[config.mk]
export PLATFORM = sky130hd
export DESIGN_NAME = traffic_ctrl_timed
export DESIGN_NICKNAME = d
export VERILOG_FILES = /design/src/rtl/traffic_ctrl_timed.sv
export SDC_FILE = /design/constraint.sdc
export NUM_CORES = 1
export LEC_CHECK = 0
export ABC_AREA = 1
export CORE_MARGIN = 5
export CORE_UTILIZATION = 46
export CTS_CLUSTER_DIAMETER = 60
export CTS_CLUSTER_SIZE = 28
export DETAILED_ROUTE_END_ITERATION = 10
export PLACE_DENSITY = 0.83
export RECOVER_POWER = 25
export SYNTH_ARGS = -nofsm -noshare
export SYNTH_HDL_FRONTEND = slang
export SYNTH_SLANG_ARGS = --single-unit
export TNS_END_PERCENT = 20
[constraint.sdc]
create_clock -name clk -period 1.9 [get_ports clk]
set_input_delay 0.285 -clock clk [delete_from_list [all_inputs] [get_ports clk]]
set_output_delay 0.285 -clock clk [all_outputs]
set_load 0.005 [all_outputs]
[src/rtl/traffic_ctrl_timed.sv]
`default_nettype none
`timescale 1ns/1ps
// ============================================================================
//  Module   : traffic_ctrl_timed
//  Purpose  : Two-road traffic-light controller (main road / side road with a
//             car sensor) with built-in phase timers and an optional
//             pedestrian all-red walk phase.
//  Options  : define TRAFFIC_CTRL_PED_EN to build the pedestrian walk phase.
//             Without it, ped_req is ignored, walk is held at 0 and state
//             code 4 is treated as an invalid code.
//  Ports    : clk            - clock, rising edge
//             rst            - synchronous reset, active low
//             C              - side-road car present (already synchronised)
//             ped_req        - pedestrian request (pulse or level)
//             MR/MY/MG       - main road red/yellow/green lamps
//             SR/SY/SG       - side road red/yellow/green lamps
//             ST             - high in the first cycle of a newly entered state
//             walk           - pedestrian walk lamp
//             state[2:0]     - current state code
//  Revision : 1.0 - initial release
// ============================================================================
module traffic_ctrl_timed #(
    parameter int LONG_CYC  = 16,
    parameter int SHORT_CYC = 4,
    parameter int WALK_CYC  = 8,
    parameter int CNT_W     = 8
) (
    input  logic       clk,
    input  logic       rst,
    input  logic       C,
    input  logic       ped_req,
    output logic       MR,
    output logic       MY,
    output logic       MG,
    output logic       SR,
    output logic       SY,
    output logic       SG,
    output logic       ST,
    output logic       walk,
    output logic [2:0] state
);

    // State encoding
    localparam logic [2:0] c_main_g = 3'd0;
    localparam logic [2:0] c_main_y = 3'd1;
    localparam logic [2:0] c_side_g = 3'd2;
    localparam logic [2:0] c_side_y = 3'd3;
    localparam logic [2:0] c_ped_w  = 3'd4;

    // Terminal timer counts
    localparam logic [CNT_W-1:0] c_long_m1  = CNT_W'(LONG_CYC - 1);
    localparam logic [CNT_W-1:0] c_short_m1 = CNT_W'(SHORT_CYC - 1);
    localparam logic [CNT_W-1:0] c_walk_m1  = CNT_W'(WALK_CYC - 1);

    logic [2:0]       r_state;
    logic [2:0]       w_state_nxt;
    logic [CNT_W-1:0] r_tmr;
    logic [CNT_W-1:0] w_tmr_nxt;
    logic             r_st;
    logic             w_change;
    logic             w_ped_pend;

    // ------------------------------------------------------------------------
    // Pedestrian request latch
    // ------------------------------------------------------------------------
`ifdef TRAFFIC_CTRL_PED_EN
    logic r_ped_pend;

    // A request arriving on the very edge that enters PED_W must survive,
    // so the set term has priority over the clear-on-entry term.
    always_ff @(posedge clk) begin
        if (!rst) begin
            r_ped_pend <= 1'b0;
        end else if (ped_req) begin
            r_ped_pend <= 1'b1;
        end else if (w_change && (w_state_nxt == c_ped_w)) begin
            r_ped_pend <= 1'b0;
        end
    end

    assign w_ped_pend = r_ped_pend;
`else
    logic [CNT_W+3:0] w_unused_ped;

    assign w_ped_pend   = 1'b0;
    assign w_unused_ped = {ped_req, c_walk_m1, c_ped_w};
`endif

    // ------------------------------------------------------------------------
    // Next-state logic
    // ------------------------------------------------------------------------
    always_comb begin
        w_state_nxt = r_state;
        case (r_state)
            c_main_g: begin
                if ((r_tmr == c_long_m1) && (C || w_ped_pend)) begin
                    w_state_nxt = c_main_y;
                end
            end
            c_main_y: begin
                if (r_tmr == c_short_m1) begin
                    w_state_nxt = w_ped_pend ? c_ped_w : c_side_g;
                end
            end
            c_side_g: begin
                // Leave at the maximum green, or early once the minimum green
                // has elapsed and no car is waiting any more.
                if ((r_tmr == c_long_m1) || (!C && (r_tmr >= c_short_m1))) begin
                    w_state_nxt = c_side_y;
                end
            end
            c_side_y: begin
                if (r_tmr == c_short_m1) begin
                    w_state_nxt = c_main_g;
                end
            end
`ifdef TRAFFIC_CTRL_PED_EN
            c_ped_w: begin
                if (r_tmr == c_walk_m1) begin
                    w_state_nxt = C ? c_side_g : c_main_g;
                end
            end
`endif
            default: begin
                // Invalid code: recover to MAIN_G; counts as a transition.
                w_state_nxt = c_main_g;
            end
        endcase
    end

    assign w_change = (w_state_nxt != r_state);

    // ------------------------------------------------------------------------
    // Phase timer: clears on a transition, saturates only in MAIN_G (the only
    // state that may hold indefinitely).
    // ------------------------------------------------------------------------
    always_comb begin
        w_tmr_nxt = r_tmr + CNT_W'(1);
        if (w_change) begin
            w_tmr_nxt = '0;
        end else if ((r_state == c_main_g) && (r_tmr == c_long_m1)) begin
            w_tmr_nxt = r_tmr;
        end
    end

    // ------------------------------------------------------------------------
    // State, timer and state-entry strobe registers
    // ------------------------------------------------------------------------
    always_ff @(posedge clk) begin
        if (!rst) begin
            r_state <= c_main_g;
            r_tmr   <= '0;
            r_st    <= 1'b0;
        end else begin
            r_state <= w_state_nxt;
            r_tmr   <= w_tmr_nxt;
            r_st    <= w_change;
        end
    end

    // ------------------------------------------------------------------------
    // Lamp decode (pure function of the state register). Invalid codes show
    // all-red so that one lamp per road is always lit.
    // ------------------------------------------------------------------------
    always_comb begin
        MR   = 1'b1;
        MY   = 1'b0;
        MG   = 1'b0;
        SR   = 1'b1;
        SY   = 1'b0;
        SG   = 1'b0;
        walk = 1'b0;
        case (r_state)
            c_main_g: begin
                MR = 1'b0;
                MG = 1'b1;
            end
            c_main_y: begin
                MR = 1'b0;
                MY = 1'b1;
            end
            c_side_g: begin
                SR = 1'b0;
                SG = 1'b1;
            end
            c_side_y: begin
                SR = 1'b0;
                SY = 1'b1;
            end
`ifdef TRAFFIC_CTRL_PED_EN
            c_ped_w: begin
                walk = 1'b1;
            end
`endif
            default: begin
                MR = 1'b1;
                SR = 1'b1;
            end
        endcase
    end

    assign ST    = r_st;
    assign state = r_state;

endmodule
`default_nettype wire

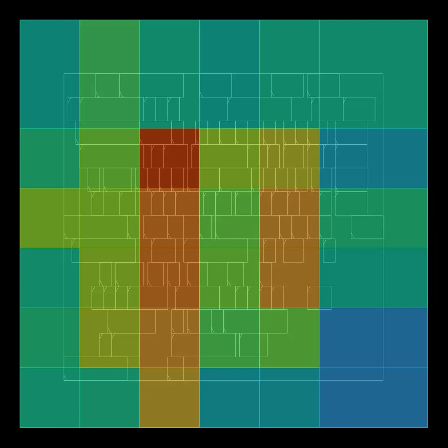
Fig. 1. Congestion heat map (run 1).
grt met1 use: 15.7%
Final Core Density: 61.5%
GR Util met2: 21.1%
Wirelength per Cell: 10.3 um

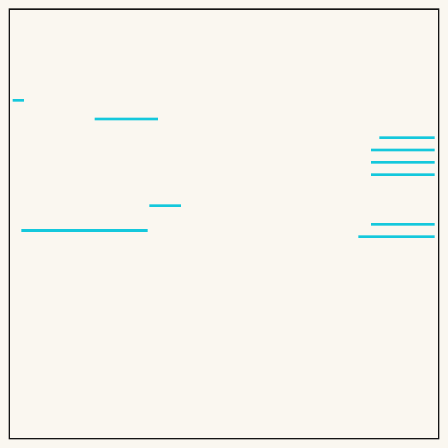
Fig. 2. The metal 3 layer (run 1).
longest straight run: 13.6 um
nets with wire on the layer: 8

==> results.json, run 1 <==
{
  "avgViaCountPerCell": 4.78,
  "min_period_over_period_pct": 94.6,
  "synth_top_flop_cell": "dfxtp_1",
  "area_growth_pct": 27.2,
  "min_period_ns": 1.80,
  "grt_usage_pct": 13.0,
  "drc": 0,
  "post_cts_buffers": 0,
  "netlist.top_cell.by_area": "dfxtp_1",
  "grt.overflow.total": 0,
  "ys_types": 22,
  "synthesis.area_um2": 629,
  "stdcell_area_um2": 801,
  "maxSlewViolCount": 0,
  "flop_area_um2": 240,
  "lay_top_cells": "nor2_1, nand2_1, dfxtp_1",
  "die_area_mm2": 0.00221,
  "critPathRequiredTime_ns": 1.62,
  "layout_top_cell": "nor2_1",
  "layoutNonFillerInstCount": 119,
  "powerSeq_w": 0.000259,
  "peakVddDrop_uv": 454,
  "avgSynthCellArea_um2": 7.15,
  "sh_comb_area_pct": 42.5,
  "status": "complete, no violations",
  "num_tap_cells": 15,
  "top_power_group": "sequential cells",
  "synth_async_sr_flop_share_pct": 0,
  "inv_count": 12,
  "clk-power_w": 0.000198,
  "leakage_nw": 0.358,
  "fp.dieH_um": 47.0,
  "syn_inst": 88,
  "logic_gates": 64,
  "grt_setup_unrepaired": "false",
  "critPathCaptureType": "primary output"
}
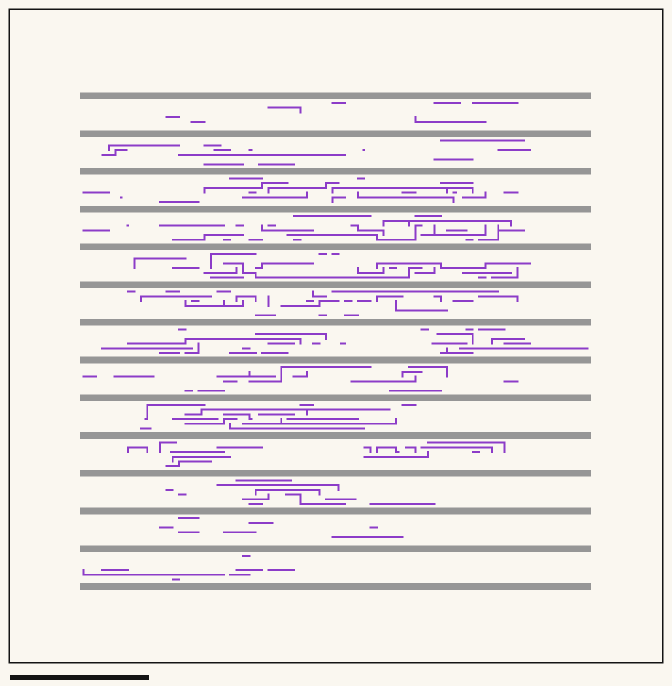
Fig. 3. Metal 1 (run 1).
The bar under the picture is 10 um long. Supply wires on this layer in gray.
share of all routed wire: 44%
main direction: horizontal
wire length on this layer: 543 um
longest straight run: 13.6 um

## run 1: layer usage
layer  up-vias  share of wire (%)  track usage [%]
met5         -                  0                0
met4         0                1.9             6.63
met3         4                5.2             3.45
met2        10                 49             21.1
met1       251                 44             15.7
li1        304                  -                -
## run 1: kinds of logic after synthesis
logic type | count (synthesis)
compound gates | 9
xor+xnor | 4
fa+ha+maj | 1
buf+inv | 13
flops | 12
mux | 1
other cells | 1
simple gates | 47
## run 1: path summary, 6_finish.rpt
check	depth (start not counted)	startpoint	slack [ns]	endpoint
min reg2reg	2	r_tmr[7]	0.54	r_tmr[7]
max reg2reg	7	r_tmr[0]	0.29	r_tmr[1]
min	2	r_tmr[7]	0.54	r_tmr[7]
max	3	state[0]	0.10	MY
## run 1: state kept, by name (all words and copies together), names as in the netlist
signal	cells
r_tmr	8
ST	1
state	3
--- run 2 (diff from run 1) ---
--- a/config.mk
+++ b/config.mk
@@ -6,12 +6,13 @@
 export NUM_CORES = 1
 export LEC_CHECK = 0
 export ABC_AREA = 1
+export CORE_ASPECT_RATIO = 0.6
 export CORE_MARGIN = 5
-export CORE_UTILIZATION = 46
+export CORE_UTILIZATION = 27
 export CTS_CLUSTER_DIAMETER = 60
 export CTS_CLUSTER_SIZE = 28
 export DETAILED_ROUTE_END_ITERATION = 10
-export PLACE_DENSITY = 0.83
+export PLACE_DENSITY = 0.57
 export RECOVER_POWER = 25
 export SYNTH_ARGS = -nofsm -noshare
 export SYNTH_HDL_FRONTEND = slang
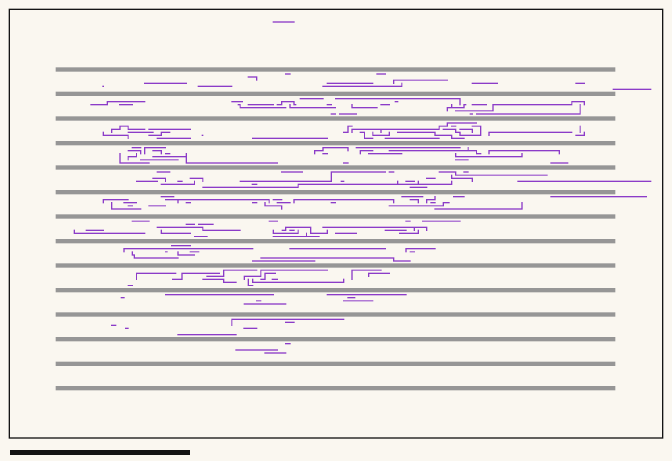
Fig. 4. Metal 1 (run 2).
The bar under the picture is 20 um long. Supply wires on this layer in gray.
DR vias: 557
final wirelength: 1300 um
grt met1 use: 11.3%

==> results.json, run 2 <==
{
  "startpoint": "state[0]",
  "num_tap_cells": 30,
  "min_period_ns": 1.73,
  "die_area_mm2": 0.00343,
  "synthesis.area_um2": 629,
  "sh_comb_area_pct": 40.6,
  "grt_setup_unrepaired": "false",
  "critPathCaptureType": "primary output",
  "flop_area_um2": 240,
  "inv_count": 12,
  "avgSynthCellArea_um2": 7.15,
  "largest_register": "r_tmr",
  "largest_register_ff_count": 8,
  "r2r_setup_slack_ns": 0.27,
  "powerSeq_w": 0.000260,
  "logic_gates": 64,
  "netlist.top_cell.by_area": "dfxtp_1",
  "status": "complete, no violations",
  "reg2reg_to": "r_tmr[6]",
  "synth_top_flop_cell": "dfxtp_1",
  "fin_util_pct": 38.2,
  "top_power_group": "clock",
  "fp.dieH_um": 47.4,
  "grt_usage_pct": 8.91,
  "leakage_nw": 0.366,
  "peakVddDrop_uv": 435,
  "holdPathStages": 2
}
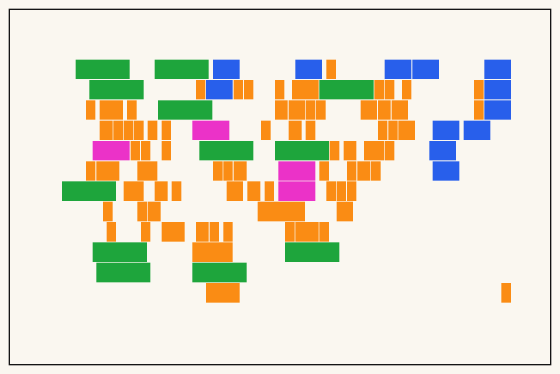
Fig. 5. Cell classes on the final placement (run 2).
[blue] other buffers and delay cells | cells: 12 | share of their area: 15%
[orange] combinational and other logic | cells: 76 | share of their area: 48%
[green] flops | cells: 12 | share of their area: 30%
[magenta] clock drivers and dummy loads | cells: 4 | share of their area: 6.9%

## run 2: cell counts after synthesis
Identical to the previous run, type by type.
## run 2: cells by family after synthesis
group,count (synthesis),synth area share [%]
AOI/OAI and AO/OA,9,8.15
buffers and inverters,13,8.35
and+or+nand+nor,47,34.8
other,1,0.596
muxes,1,2.38
adders and majority gates,1,1.99
xor gates and xnor gates,4,5.57
DFF,12,38.2
## run 2: layer usage
layer / global-route usage (%) / share of wire [%] / vias to the layer above
met1: 11.3 / 55 / 242
li1: - / - / 302
met4: 2.25 / 0 / 0
met3: 4.70 / 6.8 / 0
met5: 0 / 0 / -
met2: 13.4 / 38 / 13
--- run 3 (diff from run 2) ---
--- a/config.mk
+++ b/config.mk
@@ -10,7 +10,7 @@
 export CORE_MARGIN = 5
 export CORE_UTILIZATION = 27
 export CTS_CLUSTER_DIAMETER = 60
-export CTS_CLUSTER_SIZE = 28
+export CTS_CLUSTER_SIZE = 40
 export DETAILED_ROUTE_END_ITERATION = 10
 export PLACE_DENSITY = 0.57
 export RECOVER_POWER = 25
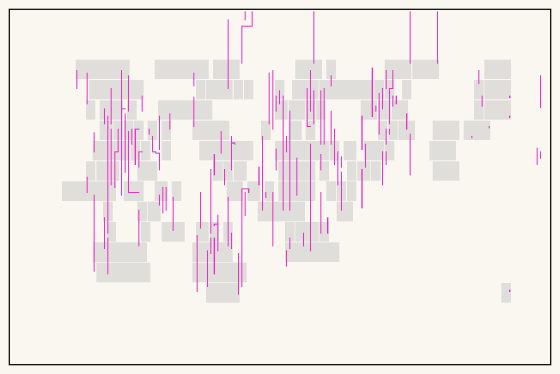
Fig. 6. Metal 2 (run 3).
Cells faint in the background.
main direction: vertical
longest straight run: 16.7 um
wire length on this layer: 500 um

==> results.json, run 3 <==
{
  "status": "complete, no violations",
  "wl_per_cell_um": 9.72,
  "netlist.top_cell.by_area": "dfxtp_1",
  "wl_um": 1300,
  "synth_top_flop_cell": "dfxtp_1",
  "leakage_nw": 0.366,
  "avgSynthCellArea_um2": 7.15,
  "sh_comb_area_pct": 40.6,
  "grt_pass1_wl_um": 2210,
  "num_tap_cells": 30,
  "antenna_found_initial": 0,
  "yosys_area_um2": 629,
  "die_area_mm2": 0.00343,
  "mux_share_pct": 2.39,
  "fp.dieH_um": 47.4,
  "sh_seq_area_pct": 28.7,
  "io_pins": 15,
  "dr_total_vias": 557,
  "synth_top_cell_by_count": "nor2_1",
  "inv_count": 12,
  "synthesis.area_um2": 629,
  "flop_area_um2": 240,
  "clkbuf_count": 4,
  "startpoint": "state[0]",
  "largest_register_ff_count": 8,
  "whs_ns": 0.529,
  "timing.final.ws_setup_ns": 0.174,
  "grt_setup_unrepaired": "false",
  "ys_sh_xor_pct": 5.57,
  "largest_register": "r_tmr",
  "critPathCaptureType": "primary output",
  "place.gp.congestion": 0.760,
  "power_density_mw_per_mm2": 685,
  "r2r_setup_slack_ns": 0.27,
  "ys_top_logic_family": "simple AND/OR/NAND/NOR gates",
  "logic_gates": 64,
  "holdPathStages": 2,
  "min_period_ns": 1.73,
  "r2r_cells": 10,
  "adder_share_pct": 1.99,
  "fin_util_pct": 38.2,
  "min_period_over_period_pct": 90.8,
  "cts_root_buf": "clkbuf_8",
  "reg2reg_to": "r_tmr[6]",
  "grt_usage_pct": 8.91,
  "peakVddDrop_uv": 435
}
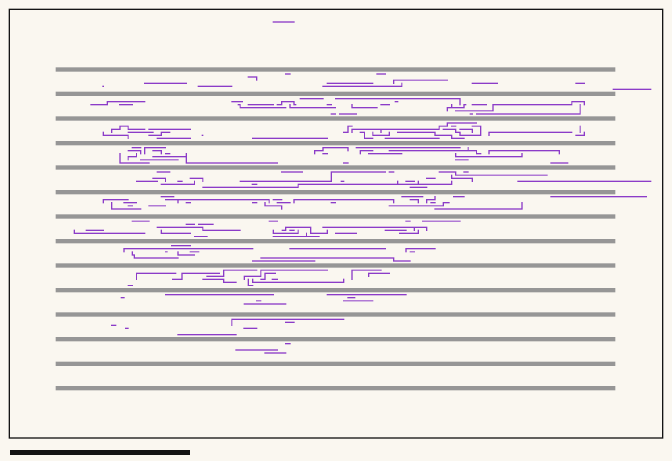
Fig. 7. Metal 1 (run 3).
The bar under the picture is 20 um long. Supply wires on this layer in gray.

## run 3: cell counts after synthesis
No cell type changed its count.
## run 3: power by group through the flow
| stage | clock [W] | combinational [W] | sequential [W] |
|---|---|---|---|
| after floorplan | 0 | 0.0000197 | 0.000265 |
| after global placement | 0 | 0.0000347 | 0.000265 |
| after detailed placement | 0 | 0.0000351 | 0.000265 |
| after CTS | 0.000287 | 0.0000352 | 0.000260 |
| after global routing | 0.000302 | 0.0000383 | 0.000260 |
| final | 0.000280 | 0.0000341 | 0.000260 |
## run 3: metal layers
metal,up-vias,GRT usage (%),routed length [um]
li1,302,-,-
met1,242,11.3,713
met2,13,13.4,500
met3,0,4.70,89
met4,0,2.25,0
met5,-,0,0
Power figures rest on the tool's default switching activity, not on a simulated workload.
